Fig. 1: run 1, sequential cells coloured by netlist name
Other sequential cells in the stronger grey, the rest of the logic in the fainter grey.
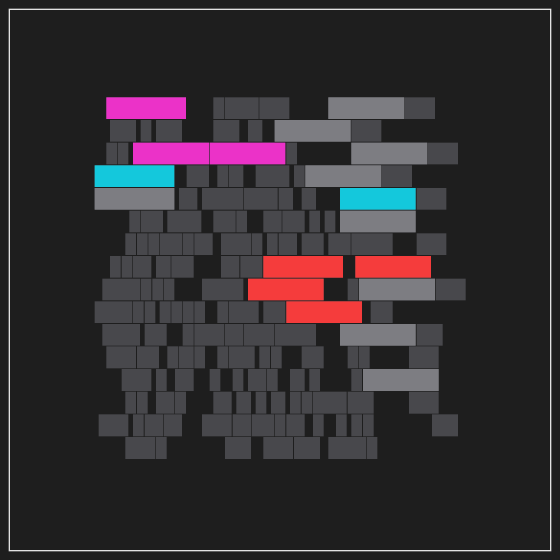
Fig. 2: run 1, clock wires, drivers and flops
The bar under the picture is 20 um long.
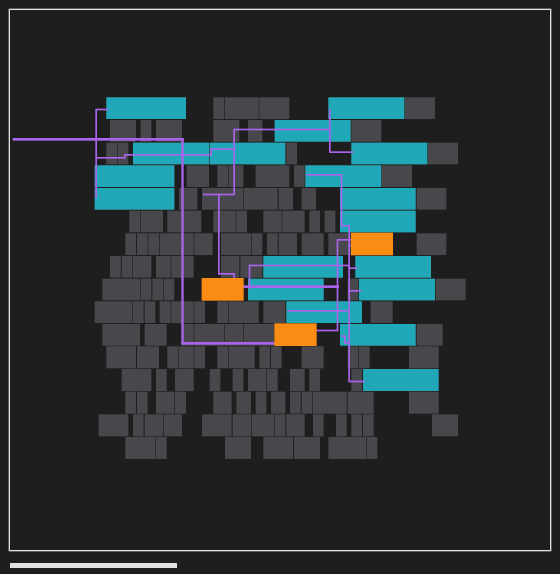
Fig. 3: run 1, sizing map
The bar under the picture is 20 um long.
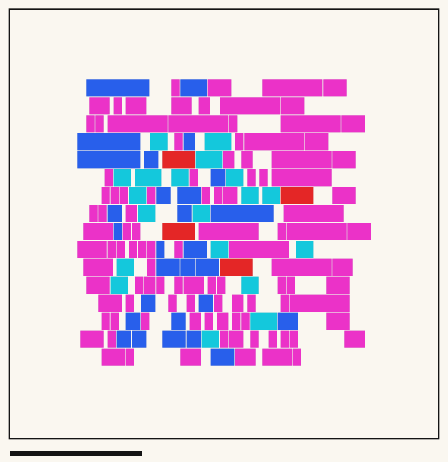
===== config.mk =====
export PLATFORM = sky130hd
export DESIGN_NAME = multicycle_main_control
export DESIGN_NICKNAME = d
export VERILOG_FILES = /design/src/rtl/multicycle_main_control.sv
export SDC_FILE = /design/constraint.sdc
export NUM_CORES = 1
export LEC_CHECK = 0
export ABC_AREA = 1
export CORE_MARGIN = 10
export CORE_UTILIZATION = 47
export CTS_BUF_LIST = sky130_fd_sc_hd__clkbuf_8
export CTS_CLUSTER_SIZE = 8
export DETAILED_ROUTE_END_ITERATION = 10
export PLACE_DENSITY_LB_ADDON = 0.08
export SLEW_MARGIN = 20
export SYNTH_ARGS = -nofsm -noshare
export SYNTH_HDL_FRONTEND = slang
export SYNTH_SLANG_ARGS = --single-unit

===== constraint.sdc =====
create_clock -name clk -period 1.5 [get_ports clk]
set_input_delay 0.3 -clock clk [delete_from_list [all_inputs] [get_ports clk]]
set_output_delay 0.3 -clock clk [all_outputs]
set_load 0.01 [all_outputs]

===== src/rtl/multicycle_main_control.sv =====
// Main control FSM for the RV32I multicycle core.
// Define MC_CTRL_TRAP_EN to trap unknown opcodes instead of treating them as NOPs.
module multicycle_main_control #(
    parameter int STATE_W = 4
) (
    input  logic               clk,
    input  logic               rst_n,
    input  logic [6:0]         opcode,
    input  logic               zero,
    input  logic               mem_ready,
    output logic               pc_write,
    output logic               adr_src,
    output logic               mem_read,
    output logic               mem_write,
    output logic               ir_write,
    output logic               reg_write,
    output logic [1:0]         result_src,
    output logic [1:0]         alu_src_a,
    output logic [1:0]         alu_src_b,
    output logic [1:0]         alu_op,
    output logic [STATE_W-1:0] state_o
`ifdef MC_CTRL_TRAP_EN
    ,
    output logic               illegal_instr
`endif
);

    if (STATE_W < 4) begin : g_bad_w
        $error("STATE_W must be >= 4");
    end

    typedef enum logic [3:0] {
        S_FETCH    = 4'd0,
        S_DECODE   = 4'd1,
        S_MEMADR   = 4'd2,
        S_MEMREAD  = 4'd3,
        S_MEMWB    = 4'd4,
        S_MEMWRITE = 4'd5,
        S_EXECR    = 4'd6,
        S_EXECI    = 4'd7,
        S_ALUWB    = 4'd8,
        S_JAL      = 4'd9,
        S_BEQ      = 4'd10
`ifdef MC_CTRL_TRAP_EN
        ,
        S_TRAP     = 4'd11
`endif
    } state_t;

    localparam logic [6:0] OP_LW  = 7'b0000011;
    localparam logic [6:0] OP_SW  = 7'b0100011;
    localparam logic [6:0] OP_R   = 7'b0110011;
    localparam logic [6:0] OP_I   = 7'b0010011;
    localparam logic [6:0] OP_JAL = 7'b1101111;
    localparam logic [6:0] OP_BEQ = 7'b1100011;

    // fetch/beq flag the states whose pc_write/ir_write depend on inputs
    typedef struct packed {
        logic       adr_src;
        logic       mem_read;
        logic       mem_write;
        logic       reg_write;
        logic       pc_write;
        logic       fetch;
        logic       beq;
`ifdef MC_CTRL_TRAP_EN
        logic       illegal;
`endif
        logic [1:0] result_src;
        logic [1:0] alu_src_a;
        logic [1:0] alu_src_b;
        logic [1:0] alu_op;
    } ctrl_t;

    function automatic ctrl_t decode(input state_t s);
        ctrl_t c;
        c = '0;
        case (s)
            S_FETCH: begin
                c.mem_read   = 1'b1;
                c.alu_src_b  = 2'b10;
                c.result_src = 2'b10;
                c.fetch      = 1'b1;
            end
            S_DECODE: begin
                c.alu_src_a = 2'b01;
                c.alu_src_b = 2'b01;
            end
            S_MEMADR: begin
                c.alu_src_a = 2'b10;
                c.alu_src_b = 2'b01;
            end
            S_MEMREAD: begin
                c.adr_src  = 1'b1;
                c.mem_read = 1'b1;
            end
            S_MEMWB: begin
                c.result_src = 2'b01;
                c.reg_write  = 1'b1;
            end
            S_MEMWRITE: begin
                c.adr_src   = 1'b1;
                c.mem_write = 1'b1;
            end
            S_EXECR: begin
                c.alu_src_a = 2'b10;
                c.alu_op    = 2'b10;
            end
            S_EXECI: begin
                c.alu_src_a = 2'b10;
                c.alu_src_b = 2'b01;
                c.alu_op    = 2'b10;
            end
            S_ALUWB: c.reg_write = 1'b1;
            S_JAL: begin
                c.alu_src_a = 2'b01;
                c.alu_src_b = 2'b10;
                c.pc_write  = 1'b1;
            end
            S_BEQ: begin
                c.alu_src_a = 2'b10;
                c.alu_op    = 2'b01;
                c.beq       = 1'b1;
            end
`ifdef MC_CTRL_TRAP_EN
            S_TRAP: c.illegal = 1'b1;
`endif
            default: c = '0;
        endcase
        return c;
    endfunction

    state_t state_q, state_d;
    ctrl_t  ctrl_q, ctrl_d;

    always_comb begin
        state_d = S_FETCH;
        case (state_q)
            S_FETCH:  state_d = mem_ready ? S_DECODE : S_FETCH;
            S_DECODE: begin
                unique case (opcode)
                    OP_LW, OP_SW: state_d = S_MEMADR;
                    OP_R:         state_d = S_EXECR;
                    OP_I:         state_d = S_EXECI;
                    OP_JAL:       state_d = S_JAL;
                    OP_BEQ:       state_d = S_BEQ;
`ifdef MC_CTRL_TRAP_EN
                    default:      state_d = S_TRAP;
`else
                    default:      state_d = S_FETCH;
`endif
                endcase
            end
            S_MEMADR:   state_d = (opcode == OP_LW) ? S_MEMREAD
                                                    : S_MEMWRITE;
            S_MEMREAD:  state_d = mem_ready ? S_MEMWB : S_MEMREAD;
            S_MEMWB:    state_d = S_FETCH;
            S_MEMWRITE: state_d = mem_ready ? S_FETCH : S_MEMWRITE;
            S_EXECR:    state_d = S_ALUWB;
            S_EXECI:    state_d = S_ALUWB;
            S_ALUWB:    state_d = S_FETCH;
            S_JAL:      state_d = S_ALUWB;
            S_BEQ:      state_d = S_FETCH;
`ifdef MC_CTRL_TRAP_EN
            S_TRAP:     state_d = S_TRAP;
`endif
            default:    state_d = S_FETCH;
        endcase
        ctrl_d = decode(state_d);
    end

    always_ff @(posedge clk or negedge rst_n) begin
        if (!rst_n) begin
            state_q <= S_FETCH;
            ctrl_q  <= decode(S_FETCH);
        end else begin
            state_q <= state_d;
            ctrl_q  <= ctrl_d;
        end
    end

    // FETCH strobes stay low while reset is held
    assign ir_write   = ctrl_q.fetch & mem_ready & rst_n;
    assign pc_write   = ctrl_q.pc_write | ir_write
                      | (ctrl_q.beq & zero);
    assign adr_src    = ctrl_q.adr_src;
    assign mem_read   = ctrl_q.mem_read;
    assign mem_write  = ctrl_q.mem_write;
    assign reg_write  = ctrl_q.reg_write;
    assign result_src = ctrl_q.result_src;
    assign alu_src_a  = ctrl_q.alu_src_a;
    assign alu_src_b  = ctrl_q.alu_src_b;
    assign alu_op     = ctrl_q.alu_op;
    assign state_o    = STATE_W'(state_q);
`ifdef MC_CTRL_TRAP_EN
    assign illegal_instr = ctrl_q.illegal;
`endif

endmodule


==> impl_metrics.yaml, run 1 <==
# physical design summary
final_layout:
  final_cell_mix: "24 x nand2_1, 21 x inv_1, 15 x buf_4"
  logic_area_sq_um: 379
  final_area_sq_mm: 0.00140
  nNonClkBuffers: 43
  final_cells: 184
  seq_cell_count: 18
  fillers: 174
  layout_top_cell: "nand2_1"
  nets: 169
  logic_gates: 69
  sh_comb_area_pct: 27.1
  clock_tree_area_fraction_pct: 3.94
  seqCellArea_sq_um: 455
  largestClassByArea: "flip-flops and latches"
grt:
  grt.met3_usage_pct: 4.81
  grt_antenna_before_repair: 0
  busiest_layer: "met2"
  grt_util_all_layers_pct: 11.0
  grt_use_met2_pct: 20.3
yosys:
  yosysCellCount: 118
  edf_count: 0
  netlist_instances: 118
  topCellsByArea: "dfrtp_1 40%, nand2_1 10%, dfstp_2 8.3%, inv_1 8.3%, buf_4 6.4%"
  ys_sh_adder_pct: 0
  floorplan.nets: 129
  synth_cell_types: 17
  ys_sh_xor_pct: 0
  yosys.area_share.simple_pct: 33.9
  yosys-top-cells-count: "26 x nand2_1, 21 x inv_1, 15 x dfrtp_1, 15 x nor2_1, 8 x buf_4"
  top_area_share_pct: 39.7
final_timing:
  worst_slack_ps: 38.9
  fin_setup_tns_ps: 0
  setup_viol: 0
  fin_crit_ps: 1460
  hold_viol: 0
  rsz0062_at_grt: "true"
  fin_crit_sh_pct: 97.4
  worst_hold_slack_ps: 197
  timing.fmax_mhz: 684
power_and_ir_drop:
  p_seq_uw: 533
  irDropWorstVdd_mv: 0.595
  seqPwrFrac_pct: 47.5
  top_power_group: "registers"
  comb_power_share_pct: 18.5
clock_tree:
  cts_sinks: 18
  cts_hold_buf: 0
  clockBufferDepth: 2
routing:
  remaining_drc_errors: 0
  viasPerCell: 4.43
  dr.pass1.iters: 4
  drtAntennaViolNets: 0
  drt_iter0_drc: 18
  route.met3.wl_um: 174
worst_setup_path:
  r2r-end: "alu_src_a[1]$_DFF_PN0_"
  crit_path_start: "ctrl_q[9]$_DFF_PN1_"
  crit_path_end_kind: "primary output"
  cpMaxStageDelayCell: "dfstp_2"
  slowest_delay_ps: 550
  critical_path.max_fanout: 2
  start_kind: "flip-flop"
  reg2reg_slack_ps: 130
  crit_chain: "nand3_2 > inv_1 > clkdlybuf4s15_2"
floorplan:
  nWellTaps: 27
run:
  warnings: 27
  maxCapViolCount: 0
placement:
  placed_cells: 179
  post-place-ws_ps: -360
  place_hpwl_um: 1820
  place_area_sq_mm: 0.00130
min_path:
  hold_path.class: "in -> async"
outcome:
  status: "finished, final reports clean"
Back to the opening pictures, Fig. 1:
| colour | netlist name | sequential cells |
|---|---|---|
| magenta | ctrl_q | 3 |
| red | state_o | 4 |
| cyan | alu_src_b | 2 |

Back to the opening pictures, Fig. 2:
[orange] clock-net drivers | count: 3
[cyan] flip-flops | count: 18
[purple] clock wires | length: 225 um
routed clock nets: 4

Back to the opening pictures, Fig. 3:
| colour | size | cells |
|---|---|---|
| magenta | x1 and smaller | 106 |
| red | x6 and larger | 4 |
| cyan | x3 and x4 | 19 |
| blue | x2 | 28 |

==> run 1 -> run 2 <==
--- a/config.mk
+++ b/config.mk
@@ -12,7 +12,6 @@
 export CTS_CLUSTER_SIZE = 8
 export DETAILED_ROUTE_END_ITERATION = 10
 export PLACE_DENSITY_LB_ADDON = 0.08
-export SLEW_MARGIN = 20
 export SYNTH_ARGS = -nofsm -noshare
 export SYNTH_HDL_FRONTEND = slang
 export SYNTH_SLANG_ARGS = --single-unit
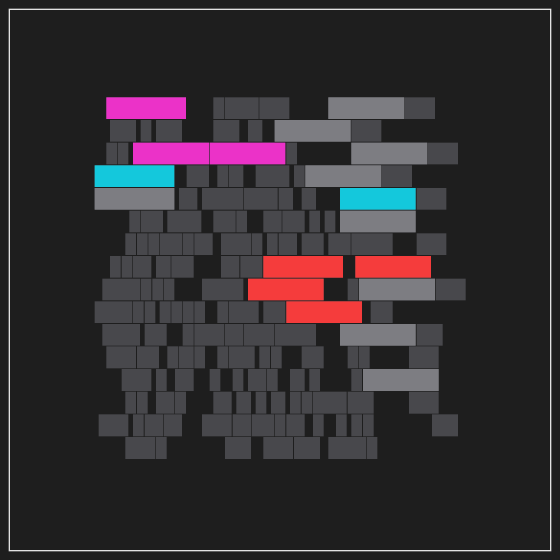
Fig. 4. Sequential cells coloured by netlist name (run 2).
Other sequential cells in the stronger grey, the rest of the logic in the fainter grey.
| colour | netlist name | sequential cells |
|---|---|---|
| cyan | alu_src_b | 2 |
| red | state_o | 4 |
| magenta | ctrl_q | 3 |
not coloured: 9

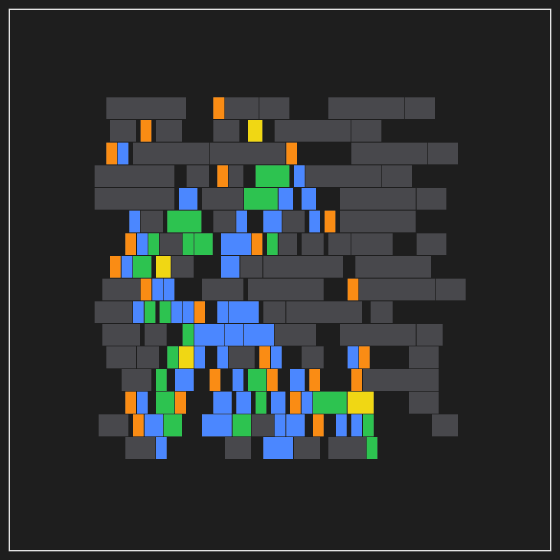
Fig. 5. Gate-type map (run 2).
| colour | family | cells |
|---|---|---|
| orange | inv cells | 23 |
| blue | nand cells | 43 |
| yellow | aoi and oai cells | 4 |
| green | nor cells | 21 |

==> run 2 against run 1 <==
  * First-iteration DRC count stayed put
  * Combinational power is essentially flat
  * Largest power group unchanged
  * Critical path type unchanged
  * Synthesized area stayed put
  * Largest cell class unchanged
  * Worst hold slack did not move
==> impl_metrics.yaml, run 2 <==
# physical design summary
yosys:
  yosys-top-cells-count: "26 x nand2_1, 21 x inv_1, 15 x dfrtp_1, 15 x nor2_1, 8 x buf_4"
  yosysCellCount: 118
  ys_sh_xor_pct: 0
  ys_sh_adder_pct: 0
  yosys.area_share.simple_pct: 33.9
  floorplan.nets: 129
  netlist_instances: 118
  topCellsByArea: "dfrtp_1 40%, nand2_1 10%, dfstp_2 8.3%, inv_1 8.3%, buf_4 6.4%"
clock_tree:
  clockBufferDepth: 2
  cts_hold_buf: 0
  cts_sinks: 18
final_timing:
  worst_hold_slack_ps: 197
  rsz0062_at_grt: "true"
  hold_viol: 0
  fin_setup_tns_ps: 0
  fin_crit_sh_pct: 97.4
  worst_slack_ps: 38.9
run:
  maxCapViolCount: 0
  warnings: 27
worst_setup_path:
  crit_path_end_kind: "primary output"
  start_kind: "flip-flop"
  r2r-end: "alu_src_a[1]$_DFF_PN0_"
  reg2reg_slack_ps: 130
  critical_path.max_fanout: 2
  cpMaxStageDelayCell: "dfstp_2"
  crit_path_start: "ctrl_q[9]$_DFF_PN1_"
outcome:
  status: "finished, final reports clean"
final_layout:
  nNonClkBuffers: 43
  logic_area_sq_um: 379
  fillers: 174
  seqCellArea_sq_um: 455
  final_cell_mix: "24 x nand2_1, 21 x inv_1, 15 x buf_4"
  seq_cell_count: 18
grt:
  busiest_layer: "met2"
  grt_util_all_layers_pct: 11.0
routing:
  drtAntennaViolNets: 0
  viasPerCell: 4.43
  remaining_drc_errors: 0
  dr.pass1.iters: 4
  drt_iter0_drc: 18
  route.met3.wl_um: 174
min_path:
  hold_path.class: "in -> async"
placement:
  placed_cells: 179
power_and_ir_drop:
  top_power_group: "registers"
  comb_power_share_pct: 18.5
  seqPwrFrac_pct: 47.5
  p_seq_uw: 533
floorplan:
  nWellTaps: 27
Fig. 6: run 2, sizing map
The bar under the picture is 20 um long.
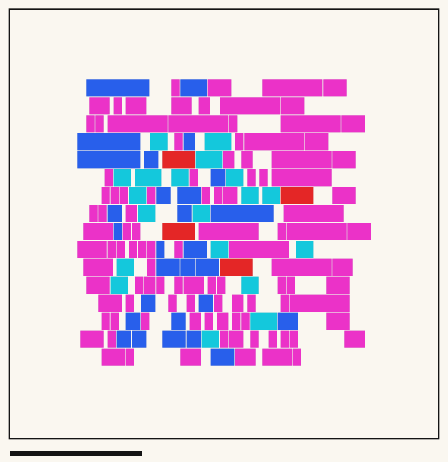

==> run 2 -> run 3 <==
--- a/config.mk
+++ b/config.mk
@@ -6,12 +6,13 @@
 export NUM_CORES = 1
 export LEC_CHECK = 0
 export ABC_AREA = 1
-export CORE_MARGIN = 10
+export CORE_MARGIN = 2
 export CORE_UTILIZATION = 47
 export CTS_BUF_LIST = sky130_fd_sc_hd__clkbuf_8
 export CTS_CLUSTER_SIZE = 8
 export DETAILED_ROUTE_END_ITERATION = 10
 export PLACE_DENSITY_LB_ADDON = 0.08
+export REMOVE_ABC_BUFFERS = 1
 export SYNTH_ARGS = -nofsm -noshare
 export SYNTH_HDL_FRONTEND = slang
 export SYNTH_SLANG_ARGS = --single-unit
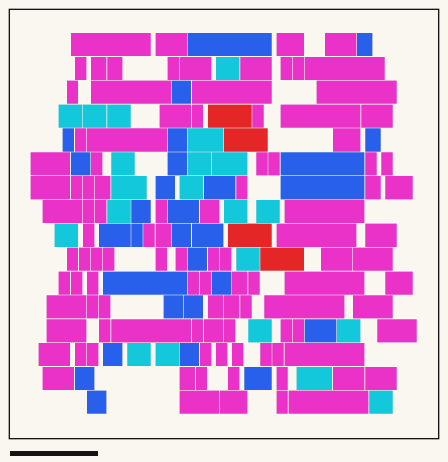
Fig. 7. Sizing map (run 3).
The bar under the picture is 10 um long.
Syn-to-layout area delta: 50.7%
nonclk buf count: 45
design area: 0.00142 sq mm

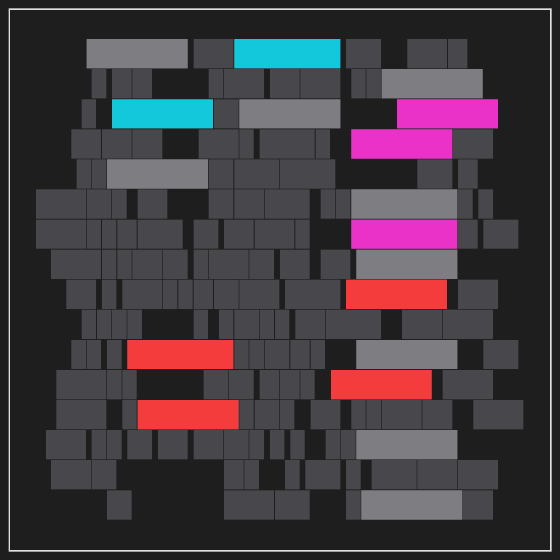
Fig. 8. Sequential cells coloured by netlist name (run 3).
Other sequential cells in the stronger grey, the rest of the logic in the fainter grey.
| colour | netlist name | sequential cells |
|---|---|---|
| red | state_o | 4 |
| magenta | ctrl_q | 3 |
| cyan | alu_src_b | 2 |

==> run 3 against run 2 <==
  * Global-route usage up 7.1 points
  * Synthesized cell count unchanged
  * Setup slack better by 49 ps
  * Sequential power about the same
  * Critical endpoint is now alu_src_b[1]$_DFF_PN1_
==> impl_metrics.yaml, run 3 <==
# physical design summary
yosys:
  top_area_cell: "dfrtp_1"
  yosys-top-cells-count: "26 x nand2_1, 21 x inv_1, 15 x dfrtp_1, 15 x nor2_1, 8 x buf_4"
  synth_cell_types: 17
  ys_sh_adder_pct: 0
  synthTopLogicFamily: "simple AND/OR/NAND/NOR gates"
  yosys.area_share.simple_pct: 33.9
  topCellsByArea: "dfrtp_1 40%, nand2_1 10%, dfstp_2 8.3%, inv_1 8.3%, buf_4 6.4%"
  yosysWarnings: 0
  yosysCellCount: 118
  netlist_instances: 118
  async_flop_share_pct: 100
  ys_sh_xor_pct: 0
  netlist_area_sq_um: 945
worst_setup_path:
  cpMaxStageDelayCell: "clkdlybuf4s50_1"
  r2r-end: "alu_src_a[1]$_DFF_PN0_"
  crit_top_cell: "nand2_2"
  r2r-start: "state_o[2]$_DFF_PN0_"
  reg2reg_slack_ps: 110
  start_kind: "input port"
  crit_family: "simple AND/OR/NAND/NOR gates"
  path_class: "in -> reg"
  path_buffers: 3
  crit_path_end_kind: "flip-flop"
  crit_path_start: "opcode[1]"
  reg2reg_depth: 9
  critical_path.max_fanout: 3
  crit_cells: 12
  required_ps: 1690
grt:
  busiest_layer: "met2"
  grt_overflow: 0
  grt_use_met2_pct: 34.5
  grt.met3_usage_pct: 2.76
  grt_util_all_layers_pct: 18.1
  met1_usage_pct: 20.5
  grt_pass1_vias: 802
clock_tree:
  cts_hold_buf: 0
  cts_sinks: 18
  numCtsBuffers: 3
  clockBufferDepth: 2
power_and_ir_drop:
  top_power_group: "registers"
  p_seq_uw: 531
  comb_power_share_pct: 18.7
  p_comb_uw: 209
  clock_power_share_pct: 33.7
  seqPwrFrac_pct: 47.6
final_timing:
  fin_crit_ps: 1410
  hold_viol: 0
  fin_crit_sh_pct: 94.1
  worst_slack_ps: 88.2
  fin_worst_skew_ps: 1.10
  setup_viol: 0
  fin_setup_tns_ps: 0
  rsz0062_at_grt: "true"
  worst_hold_slack_ps: 69.4
routing:
  viasPerCell: 4.57
  dr.pass1.iters: 4
  routedWlPerCell_um: 10.5
  drtAntennaViolNets: 0
  vias: 850
  route.met3.wl_um: 95
  drt_iter0_drc: 11
  remaining_drc_errors: 0
final_layout:
  layout_top_cell: "nand2_1"
  seq_cell_count: 18
  nets: 171
  n_all_inverters: 23
  seqCellArea_sq_um: 455
  logic_area_sq_um: 379
  fin_util_pct: 74.1
  final_cells: 186
  logic_gates: 69
  final_cell_mix: "23 x nand2_1, 21 x inv_1, 17 x buf_4"
  fillers: 154
run:
  warnings: 26
  maxCapViolCount: 0
floorplan:
  nWellTaps: 27
  dieWidth_um: 48.8
placement:
  placed_cells: 182
outcome:
  status: "finished, final reports clean"
min_path:
  hold_path.class: "in -> async"

==> screenshots <==
Clock routing.
image #1
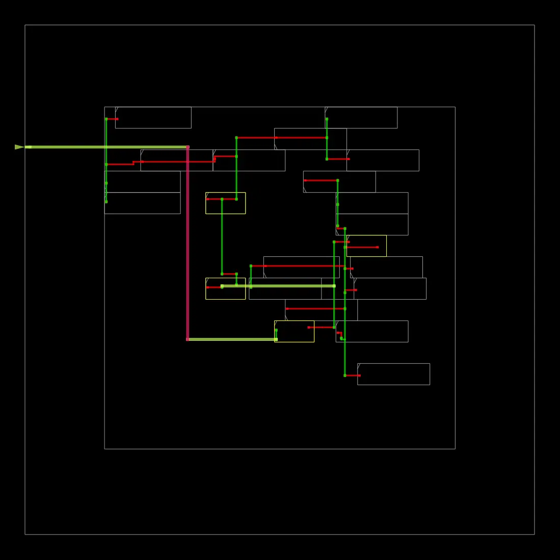
image #2
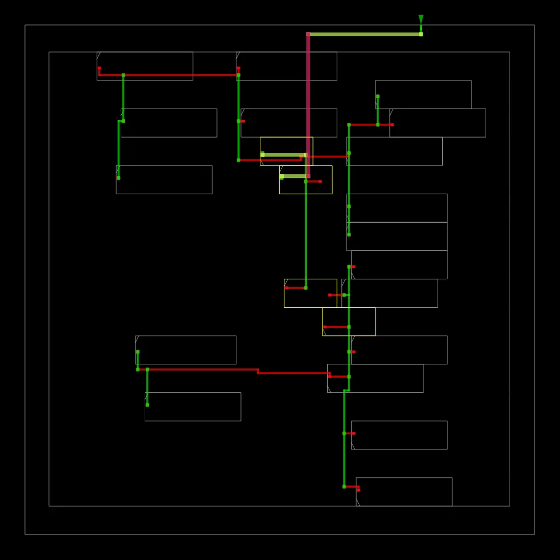
- image #2 = run 3
- image #1 = run 2

No activity file was given, so power comes from the tool's default toggle rates.
